<file path="src/rtl/ram_rr_arbiter_if.sv">
// Bundles the two requester ports and the shared byte-bank RAM pins of ram_rr_arbiter.
// The master side is the surrounding system: requesters plus the RAM read-data return path.
interface ram_rr_arbiter_if #(
    parameter int ADDR_W = 8,
    parameter int RAM_AW = 5,
    parameter int DATA_W = 32
);
    logic                  req1;
    logic                  we1;
    logic [DATA_W/8-1:0]   be1;
    logic [ADDR_W-1:0]     addr1;
    logic [DATA_W-1:0]     wdata1;
    logic                  gnt1;
    logic                  rvalid1;
    logic [DATA_W-1:0]     rdata1;
    logic                  err1;

    logic                  req2;
    logic                  we2;
    logic [DATA_W/8-1:0]   be2;
    logic [ADDR_W-1:0]     addr2;
    logic [DATA_W-1:0]     wdata2;
    logic                  gnt2;
    logic                  rvalid2;
    logic [DATA_W-1:0]     rdata2;
    logic                  err2;

    logic [DATA_W/8-1:0]   ram_csb;
    logic [DATA_W/8-1:0]   ram_web;
    logic [RAM_AW-1:0]     ram_addr;
    logic [DATA_W-1:0]     ram_data_in;
    logic [DATA_W-1:0]     ram_data_out;

    modport master (
        output req1, we1, be1, addr1, wdata1,
        output req2, we2, be2, addr2, wdata2,
        output ram_data_out,
        input  gnt1, rvalid1, rdata1, err1,
        input  gnt2, rvalid2, rdata2, err2,
        input  ram_csb, ram_web, ram_addr, ram_data_in
    );

    modport slave (
        input  req1, we1, be1, addr1, wdata1,
        input  req2, we2, be2, addr2, wdata2,
        input  ram_data_out,
        output gnt1, rvalid1, rdata1, err1,
        output gnt2, rvalid2, rdata2, err2,
        output ram_csb, ram_web, ram_addr, ram_data_in
    );
endinterface

</file>
<file path="src/rtl/ram_rr_arbiter.sv">
// Round-robin arbiter sharing a four-bank byte-wide RAM between two word requesters.
// Every output is registered; a transaction runs IDLE/RESP -> ACCESS -> RESP.
module ram_rr_arbiter #(
    parameter int ADDR_W = 8,
    parameter int RAM_AW = 5,
    parameter int DATA_W = 32
) (
    input  logic          clk,
    input  logic          rst_n,
    ram_rr_arbiter_if.slave bus
);
    localparam int NB = DATA_W / 8;

    typedef enum logic [1:0] {IDLE, ACCESS, RESP} state_t;

    state_t              state_q, state_d;
    logic                last_q, last_d;
    logic                cmd_port_q, cmd_port_d;
    logic                cmd_we_q, cmd_we_d;
    logic                cmd_oor_q, cmd_oor_d;
    logic                gnt1_q, gnt1_d, gnt2_q, gnt2_d;
    logic                rvalid1_q, rvalid1_d, rvalid2_q, rvalid2_d;
    logic [DATA_W-1:0]   rdata1_q, rdata1_d, rdata2_q, rdata2_d;
    logic                err1_q, err1_d, err2_q, err2_d;
    logic [NB-1:0]       csb_q, csb_d, web_q, web_d;
    logic [RAM_AW-1:0]   ram_addr_q, ram_addr_d;
    logic [DATA_W-1:0]   ram_din_q, ram_din_d;

    logic                any_req;
    logic                pick2;
    logic                take;
    logic                sel_we;
    logic                sel_oor;
    logic [NB-1:0]       sel_be;
    logic [ADDR_W-1:0]   sel_addr;
    logic [DATA_W-1:0]   sel_wdata;

    // last_q = 1 means port 2 won most recently, so port 1 takes the next tie.
    assign any_req   = bus.req1 | bus.req2;
    assign pick2     = bus.req2 & (~bus.req1 | ~last_q);
    assign sel_we    = pick2 ? bus.we2    : bus.we1;
    assign sel_be    = pick2 ? bus.be2    : bus.be1;
    assign sel_addr  = pick2 ? bus.addr2  : bus.addr1;
    assign sel_wdata = pick2 ? bus.wdata2 : bus.wdata1;
    assign sel_oor   = |sel_addr[ADDR_W-1:RAM_AW];

    always_ff @(posedge clk or negedge rst_n) begin
        if (!rst_n) begin
            state_q    <= IDLE;
            last_q     <= 1'b1;
            cmd_port_q <= 1'b0;
            cmd_we_q   <= 1'b0;
            cmd_oor_q  <= 1'b0;
            gnt1_q     <= 1'b0;
            gnt2_q     <= 1'b0;
            rvalid1_q  <= 1'b0;
            rvalid2_q  <= 1'b0;
            rdata1_q   <= '0;
            rdata2_q   <= '0;
            err1_q     <= 1'b0;
            err2_q     <= 1'b0;
            csb_q      <= '1;
            web_q      <= '1;
            ram_addr_q <= '0;
            ram_din_q  <= '0;
        end else begin
            state_q    <= state_d;
            last_q     <= last_d;
            cmd_port_q <= cmd_port_d;
            cmd_we_q   <= cmd_we_d;
            cmd_oor_q  <= cmd_oor_d;
            gnt1_q     <= gnt1_d;
            gnt2_q     <= gnt2_d;
            rvalid1_q  <= rvalid1_d;
            rvalid2_q  <= rvalid2_d;
            rdata1_q   <= rdata1_d;
            rdata2_q   <= rdata2_d;
            err1_q     <= err1_d;
            err2_q     <= err2_d;
            csb_q      <= csb_d;
            web_q      <= web_d;
            ram_addr_q <= ram_addr_d;
            ram_din_q  <= ram_din_d;
        end
    end

    always_comb begin
        state_d    = state_q;
        last_d     = last_q;
        cmd_port_d = cmd_port_q;
        cmd_we_d   = cmd_we_q;
        cmd_oor_d  = cmd_oor_q;
        gnt1_d     = 1'b0;
        gnt2_d     = 1'b0;
        rvalid1_d  = 1'b0;
        rvalid2_d  = 1'b0;
        rdata1_d   = rdata1_q;
        rdata2_d   = rdata2_q;
        err1_d     = err1_q;
        err2_d     = err2_q;
        csb_d      = '1;
        web_d      = '1;
        ram_addr_d = ram_addr_q;
        ram_din_d  = ram_din_q;
        take       = 1'b0;

        case (state_q)
            IDLE: take = any_req;
            ACCESS: state_d = RESP;
            RESP: begin
                // RAM_DATA_OUT now carries the bank data captured during ACCESS.
                if (cmd_port_q) begin
                    rvalid2_d = 1'b1;
                    if (cmd_oor_q) begin
                        err2_d   = 1'b1;
                        rdata2_d = '0;
                    end else begin
                        err2_d = 1'b0;
                        if (!cmd_we_q) rdata2_d = bus.ram_data_out;
                    end
                end else begin
                    rvalid1_d = 1'b1;
                    if (cmd_oor_q) begin
                        err1_d   = 1'b1;
                        rdata1_d = '0;
                    end else begin
                        err1_d = 1'b0;
                        if (!cmd_we_q) rdata1_d = bus.ram_data_out;
                    end
                end
                take    = any_req;
                state_d = IDLE;
            end
            default: state_d = IDLE;
        endcase

        if (take) begin
            state_d    = ACCESS;
            last_d     = pick2;
            cmd_port_d = pick2;
            cmd_we_d   = sel_we;
            cmd_oor_d  = sel_oor;
            gnt1_d     = ~pick2;
            gnt2_d     = pick2;
            ram_addr_d = sel_addr[RAM_AW-1:0];
            ram_din_d  = sel_wdata;
            if (!sel_oor) begin
                csb_d = sel_we ? ~sel_be : '0;
                web_d = sel_we ? ~sel_be : '1;
            end
        end
    end

    assign bus.gnt1        = gnt1_q;
    assign bus.gnt2        = gnt2_q;
    assign bus.rvalid1     = rvalid1_q;
    assign bus.rvalid2     = rvalid2_q;
    assign bus.rdata1      = rdata1_q;
    assign bus.rdata2      = rdata2_q;
    assign bus.err1        = err1_q;
    assign bus.err2        = err2_q;
    assign bus.ram_csb     = csb_q;
    assign bus.ram_web     = web_q;
    assign bus.ram_addr    = ram_addr_q;
    assign bus.ram_data_in = ram_din_q;
endmodule
</file>
<file path="src/flat_wrapper.sv">
// flat-port wrapper written by rule: the top's interface ports become plain ports
module ram_rr_arbiter_flat 
#(
    parameter int ADDR_W = 8,
    parameter int RAM_AW = 5,
    parameter int DATA_W = 32
)
  (clk, rst_n, bus_req1, bus_we1, bus_be1, bus_addr1, bus_wdata1, bus_req2, bus_we2, bus_be2, bus_addr2, bus_wdata2, bus_ram_data_out, bus_gnt1, bus_rvalid1, bus_rdata1, bus_err1, bus_gnt2, bus_rvalid2, bus_rdata2, bus_err2, bus_ram_csb, bus_ram_web, bus_ram_addr, bus_ram_data_in);
  ram_rr_arbiter_if #(.ADDR_W(ADDR_W), .RAM_AW(RAM_AW), .DATA_W(DATA_W)) bus_i ();
  input  logic clk;
  input  logic rst_n;
  input wire logic [$bits(bus_i.req1)-1:0] bus_req1;
  input wire logic [$bits(bus_i.we1)-1:0] bus_we1;
  input wire logic [$bits(bus_i.be1)-1:0] bus_be1;
  input wire logic [$bits(bus_i.addr1)-1:0] bus_addr1;
  input wire logic [$bits(bus_i.wdata1)-1:0] bus_wdata1;
  input wire logic [$bits(bus_i.req2)-1:0] bus_req2;
  input wire logic [$bits(bus_i.we2)-1:0] bus_we2;
  input wire logic [$bits(bus_i.be2)-1:0] bus_be2;
  input wire logic [$bits(bus_i.addr2)-1:0] bus_addr2;
  input wire logic [$bits(bus_i.wdata2)-1:0] bus_wdata2;
  input wire logic [$bits(bus_i.ram_data_out)-1:0] bus_ram_data_out;
  output wire logic [$bits(bus_i.gnt1)-1:0] bus_gnt1;
  output wire logic [$bits(bus_i.rvalid1)-1:0] bus_rvalid1;
  output wire logic [$bits(bus_i.rdata1)-1:0] bus_rdata1;
  output wire logic [$bits(bus_i.err1)-1:0] bus_err1;
  output wire logic [$bits(bus_i.gnt2)-1:0] bus_gnt2;
  output wire logic [$bits(bus_i.rvalid2)-1:0] bus_rvalid2;
  output wire logic [$bits(bus_i.rdata2)-1:0] bus_rdata2;
  output wire logic [$bits(bus_i.err2)-1:0] bus_err2;
  output wire logic [$bits(bus_i.ram_csb)-1:0] bus_ram_csb;
  output wire logic [$bits(bus_i.ram_web)-1:0] bus_ram_web;
  output wire logic [$bits(bus_i.ram_addr)-1:0] bus_ram_addr;
  output wire logic [$bits(bus_i.ram_data_in)-1:0] bus_ram_data_in;
  assign bus_i.req1 = bus_req1;
  assign bus_i.we1 = bus_we1;
  assign bus_i.be1 = bus_be1;
  assign bus_i.addr1 = bus_addr1;
  assign bus_i.wdata1 = bus_wdata1;
  assign bus_i.req2 = bus_req2;
  assign bus_i.we2 = bus_we2;
  assign bus_i.be2 = bus_be2;
  assign bus_i.addr2 = bus_addr2;
  assign bus_i.wdata2 = bus_wdata2;
  assign bus_i.ram_data_out = bus_ram_data_out;
  assign bus_gnt1 = bus_i.gnt1;
  assign bus_rvalid1 = bus_i.rvalid1;
  assign bus_rdata1 = bus_i.rdata1;
  assign bus_err1 = bus_i.err1;
  assign bus_gnt2 = bus_i.gnt2;
  assign bus_rvalid2 = bus_i.rvalid2;
  assign bus_rdata2 = bus_i.rdata2;
  assign bus_err2 = bus_i.err2;
  assign bus_ram_csb = bus_i.ram_csb;
  assign bus_ram_web = bus_i.ram_web;
  assign bus_ram_addr = bus_i.ram_addr;
  assign bus_ram_data_in = bus_i.ram_data_in;
  ram_rr_arbiter #(.ADDR_W(ADDR_W), .RAM_AW(RAM_AW), .DATA_W(DATA_W)) u_core (.clk(clk), .rst_n(rst_n), .bus(bus_i));
endmodule
</file>
<file path="config.mk">
export PLATFORM = sky130hd
export DESIGN_NAME = ram_rr_arbiter_flat
export DESIGN_NICKNAME = d
export VERILOG_FILES = /design/src/rtl/ram_rr_arbiter_if.sv /design/src/rtl/ram_rr_arbiter.sv /design/src/flat_wrapper.sv
export SDC_FILE = /design/constraint.sdc
export NUM_CORES = 1
export LEC_CHECK = 0
export CORE_ASPECT_RATIO = 0.6
export CORE_MARGIN = 5
export CORE_UTILIZATION = 37
export CTS_CLUSTER_SIZE = 24
export DETAILED_ROUTE_END_ITERATION = 8
export PLACE_DENSITY = 0.73
export SLEW_MARGIN = 40
export SYNTH_ARGS = -nofsm -noshare
export SYNTH_HDL_FRONTEND = slang
export SYNTH_SLANG_ARGS = --single-unit
</file>
<file path="constraint.sdc">
create_clock -name clk -period 1.5 [get_ports clk]
set_input_delay 0.15 -clock clk [delete_from_list [all_inputs] [get_ports clk]]
set_output_delay 0.15 -clock clk [all_outputs]
set_load 0.02 [all_outputs]
</file>
==> GITHUB_STEP_SUMMARY, run 1 <==
### Yosys + OpenROAD results

| Metric | Value |
|---|---|
| Outcome | `complete, but fails checks` |
| Failing checks | `setup timing` |
| Setup WS pre-CTS | `-184 ps` |
| Synth area leader | `dfrtp_1` |
| Design area | `0.00849 sq mm` |
| P per Cell Area | `approximately 1700 mW/mm^2` |
| Minimum clock period | `between 1500 and 2000 ps` |
| Setup crit start kind | `flop` |
| Maximum vdd drop | `around 1000 uV` |
| Sinks on Clock Net | `121` |
| Final worst slack | `-13.5 ps` |
| Netlist cell types | `29` |
| DIE AREA | `roughly 0.016 sq mm` |
| Initial antenna violation count | `0` |
| Top Layer Used | `met4` |
| Leak | `between 4 and 5 nW` |
| Vias/cell | `slightly below 5` |
| Layout clock area frac | `approximately 6.6%` |
| Hpwl dp | `between 10,000 and 15,000 um` |
| Power Total | `14.3 mW` |
| Fin Clk Skew | `roughly 13 ps` |
| Final hold violation count | `0` |
| Met2 WL | `7270 um` |
| Most numerous logic cell after layout | `clkdlybuf4s50_1` |
| FP Core Util | `a little under two fifths` |
| Registers | `between 100 and 150` |
| MaxCap Viol Count | `0` |
| Crit path required time | `1780 ps` |
| # diodes | `0` |
| CP Launch Point | `u_core.state_q[0]` |
| Die Ht | `101 um` |
| Placer Congestion | `0.770` |
| Layout overhead on the synthesized area | `65.6%` |
| DR DRC count | `0` |
| Fillers | `around 1,100` |
| Longest Clk Path Bufs | `2` |
| Largest net degree at the start of global routing | `just under 50` |
| Crit Path Class | `flop to flop` |
| Yosys adder share | `0%` |
| Cell count in the Yosys report | `around 440` |
| WL met3 | `approximately 1100 um` |
| Endpoints failing setup | `15` |
| Top-area cell share | `between 50 and 60%` |
| Comb area share | `about a quarter` |
| Dominant comb cell | `multiplexers` |
| CP Capture Point | `u_core.bus.rdata2[6]` |
[run 1: repair_timing]
| item | CTS | global route |
|---|---|---|
| resized | 116 | 35 |
| hold buffers | 1 | 0 |
| setup buffers | 0 | 2 |
| endpoints found under the hold margin | 20 | 0 |
| cloned | 0 | 3 |
| setup endpoints to repair | 132 | 53 |
[run 1: where the power goes]
part / switching, mW / total (mW) / internal [mW]
clock: 1.46 / 3.88 / 2.42
sequential: 0.590 / 4.98 / 4.39
combinational: 2.86 / 5.45 / 2.59
total: 4.91 / 14.3 / 9.40
[run 1: kinds of logic after synthesis]
logic type / Yosys count
mux: 72
compound gates: 49
buf+inv: 31
flops: 121
simple gates: 163
[run 1: worst max-delay path: stages (launching register included)]
cell       delay, ps
dfrtp_1          390
nand3b_1         220
a21oi_4          170
buf_12           140
clkbuf_16        180
mux2_4           300
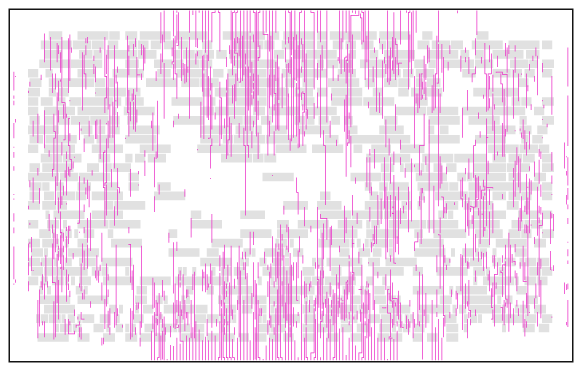
*M2 wires, run 1*
- nets with wire on the layer: 735
- main direction: vertical
- longest straight run: 38.9 um
via count: 4,264
met2 usage: 30.0%
WL final: 15,600 um

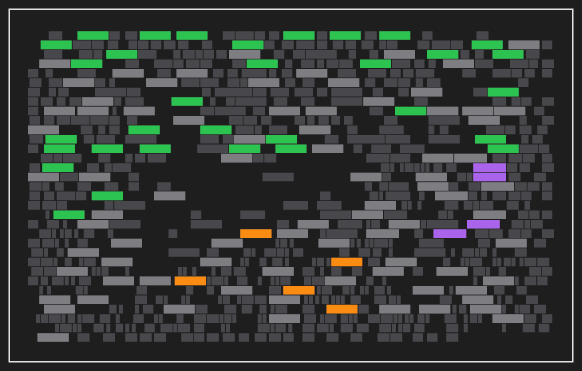
*Where the registers sit, run 1*
Other sequential cells in the stronger grey, the rest of the logic in the fainter grey.
- orange: u_core.bus.ram_addr (sequential cells 5; where south)
- green: u_core.bus.rdata2 (sequential cells 32)
- purple: u_core.bus.ram_csb (sequential cells 4; where east)
- not coloured: 80
Seq area share: 35.8%
Seq. cell area: 0.00304 sq mm
share of the core filled with cells: 62.3%
P_seq: 4.98 mW

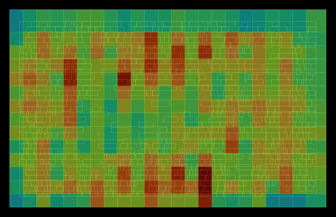
*Routing congestion, run 1*
met1 GRT Util: 23.5%
Routed WL per cell: 17.7 um
met3 Track Usage GR: 6.51%
GRT Overall Usage: 18.6%

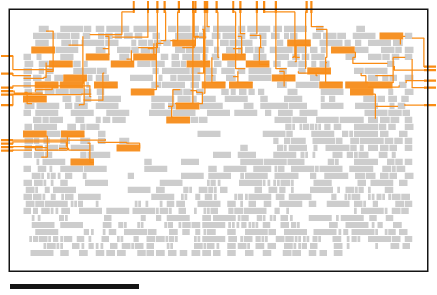
*Port wiring, run 1*
The bar under the picture is 50 um long.
- orange: bus_rdata1 (bits 32; direction output; end cells 32; buffers 32; wire 1,180 um)

==> run 1 -> run 2 <==
Settings changed: CTS_CLUSTER_DIAMETER from default to 150, SETUP_SLACK_MARGIN from default to 0.02.
==> run 2 against run 1 <==
  * Area after synthesis unchanged
  * Sequential power is essentially flat
  * Count of clock-buffer cells in the layout unchanged
  * Non-clock buffer count grew 1
  * Critical path depth did not move
  * The run still ends with setup timing left
  * Die size stayed put
  * Register-to-register slack about the same
  * Synthesized cell count unchanged
  * Total power hardly changed
  * Clock skew hardly changed
  * Via count is essentially flat
==> GITHUB_STEP_SUMMARY, run 2 <==
### Yosys + OpenROAD results

| Metric | Value |
|---|---|
| Outcome | `complete, but fails checks (unchanged)` |
| Failing checks | `setup timing (unchanged)` |
| P_comb | `5.46 mW (was 5.45 mW)` |
| Longest Clk Path Bufs | `2 (unchanged)` |
| Fin Clk Skew | `13.4 ps (was 13.1 ps)` |
| Met1 GRT Util | `23.5% (unchanged)` |
| Top Layer Used | `met4 (unchanged)` |
| MaxCap Viol Count | `0 (unchanged)` |
| Maximum vdd drop | `1010 uV (about the same)` |
| WL met3 | `1090 um (was 1060 um)` |
| FP Core Util | `37.6% (unchanged)` |
| GRT Overall Usage | `18.6% (unchanged)` |
| Crit Path Class | `flop to flop (unchanged)` |
| Critical path's top delay family | `flip-flops (unchanged)` |
| Sequential power share | `34.8% (about the same)` |
| Most numerous logic cell after layout | `clkdlybuf4s50_1 (unchanged)` |
| Netlist cell types | `29 (unchanged)` |
| CP max stage delay | `390 ps (about the same)` |
| Met2 usage | `30.0% (unchanged)` |
| Fillers | `1,122 (was 1,124)` |
| P_seq | `4.98 mW (about the same)` |
| Number of logic gates | `284 (unchanged)` |
| Gr busiest metal | `met2 (unchanged)` |
| Comb area share | `23.9% (was 24.0%)` |
| Net Sw Power | `4.91 mW (about the same)` |
| P per Cell Area | `1680 mW/mm^2 (was 1690 mW/mm^2)` |
| Setup crit start kind | `flop (unchanged)` |
| FP Rows | `33 (unchanged)` |
| Endpoints failing setup | `17 (was 15)` |
| Worst-Margin Slew | `431 ps (was 432 ps)` |
| Final worst slack | `-17.7 ps (was -13.5 ps)` |
| Clk pwr | `3.88 mW (about the same)` |
| Cell count in the Yosys report | `436 (unchanged)` |
| DR DRC count | `0 (unchanged)` |
| Setup WS pre-CTS | `-184 ps (unchanged)` |
| Leak | `4.02 nW (was 4.01 nW)` |
| Top Ports | `241 (unchanged)` |
| CP Launch Point | `u_core.state_q[0] (unchanged)` |
| Registers | `121 (unchanged)` |
| Sw frac | `34.3% (about the same)` |
| Minimum clock period | `1520 ps (was 1510 ps)` |
| CP Capture Point | `u_core.bus.rdata2[6] (unchanged)` |
| Power Total | `14.3 mW (about the same)` |
| Gate power share | `38.1% (about the same)` |
| Synth Seq Share | `59.3% (unchanged)` |
| Die Ht | `101 um (unchanged)` |
| Vias/cell | `4.83 (about the same)` |
| Synth area leader | `dfrtp_1 (unchanged)` |
| Final hold violation count | `0 (unchanged)` |
| Crit path cell chain | `nand3b_1 -> a21oi_4 -> buf_12 -> clkbuf_16 -> mux2_4 (unchanged)` |
| Seq. cell area | `0.00304 sq mm (unchanged)` |
| Top-area cell share | `54.7% (unchanged)` |
| Met2 WL | `7290 um (was 7270 um)` |
| Max stage delay cell, worst path | `dfrtp_1 (unchanged)` |
| Buf/Inv on CP | `2 (unchanged)` |
| Met3 Track Usage GR | `6.51% (unchanged)` |
| Relative slew slack | `71.2% (about the same)` |
| Crit path required time | `1780 ps (about the same)` |
| Placer Congestion | `0.770 (unchanged)` |
| Layout clock area frac | `6.58% (was 6.59%)` |
| Largest net degree at the start of global routing | `49 (unchanged)` |
| Worst path depth | `5 (unchanged)` |
| Top pwr grp | `combinational cells (unchanged)` |
==> run 2: netlist changes by cell type in the layout (fill, tap and decap cells not counted), sizes merged <==
| cell | change |
|---|---|
| buf | +1 |
==> run 2: kinds of logic after synthesis <==
| logic type | Yosys count | share of synthesized area, % |
|---|---|---|
| AND-OR/OR-AND | 49 | 6.66 |
| flip-flops | 121 | 59.3 |
| buffers and inverters | 31 | 3.66 |
| multiplexers | 72 | 15.9 |
| AND/OR/NAND/NOR | 163 | 14.5 |
==> run 2: what timing repair did <==
action | 4_1_cts | 5_1_grt
endpoints found under the setup margin | 148 | 64
gates resized | 116 | 36
cloned | 0 | 3
buffers inserted | 0 | 3
hold endpoints to repair | 20 | 0
hold buffers | 1 | 0
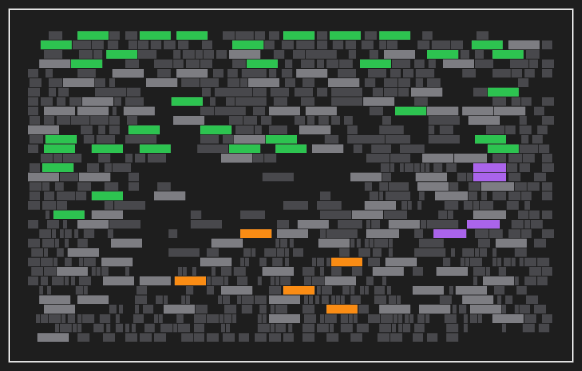
*Where the registers sit, run 2*
Other sequential cells in the stronger grey, the rest of the logic in the fainter grey.
share of the core filled with cells: 62.4%
Seq area share: 35.8%

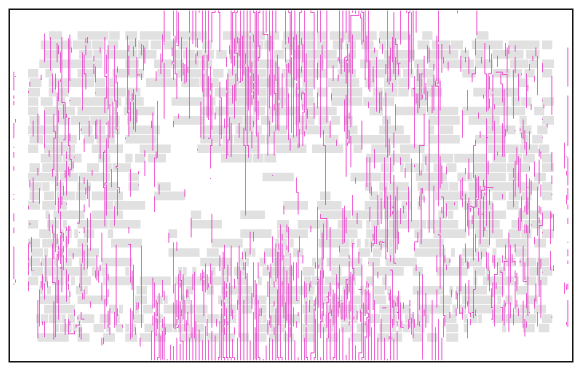
*M2 wires, run 2*
WL final: 15,600 um
via count: 4,261

No activity file was given, so power comes from the tool's default toggle rates.
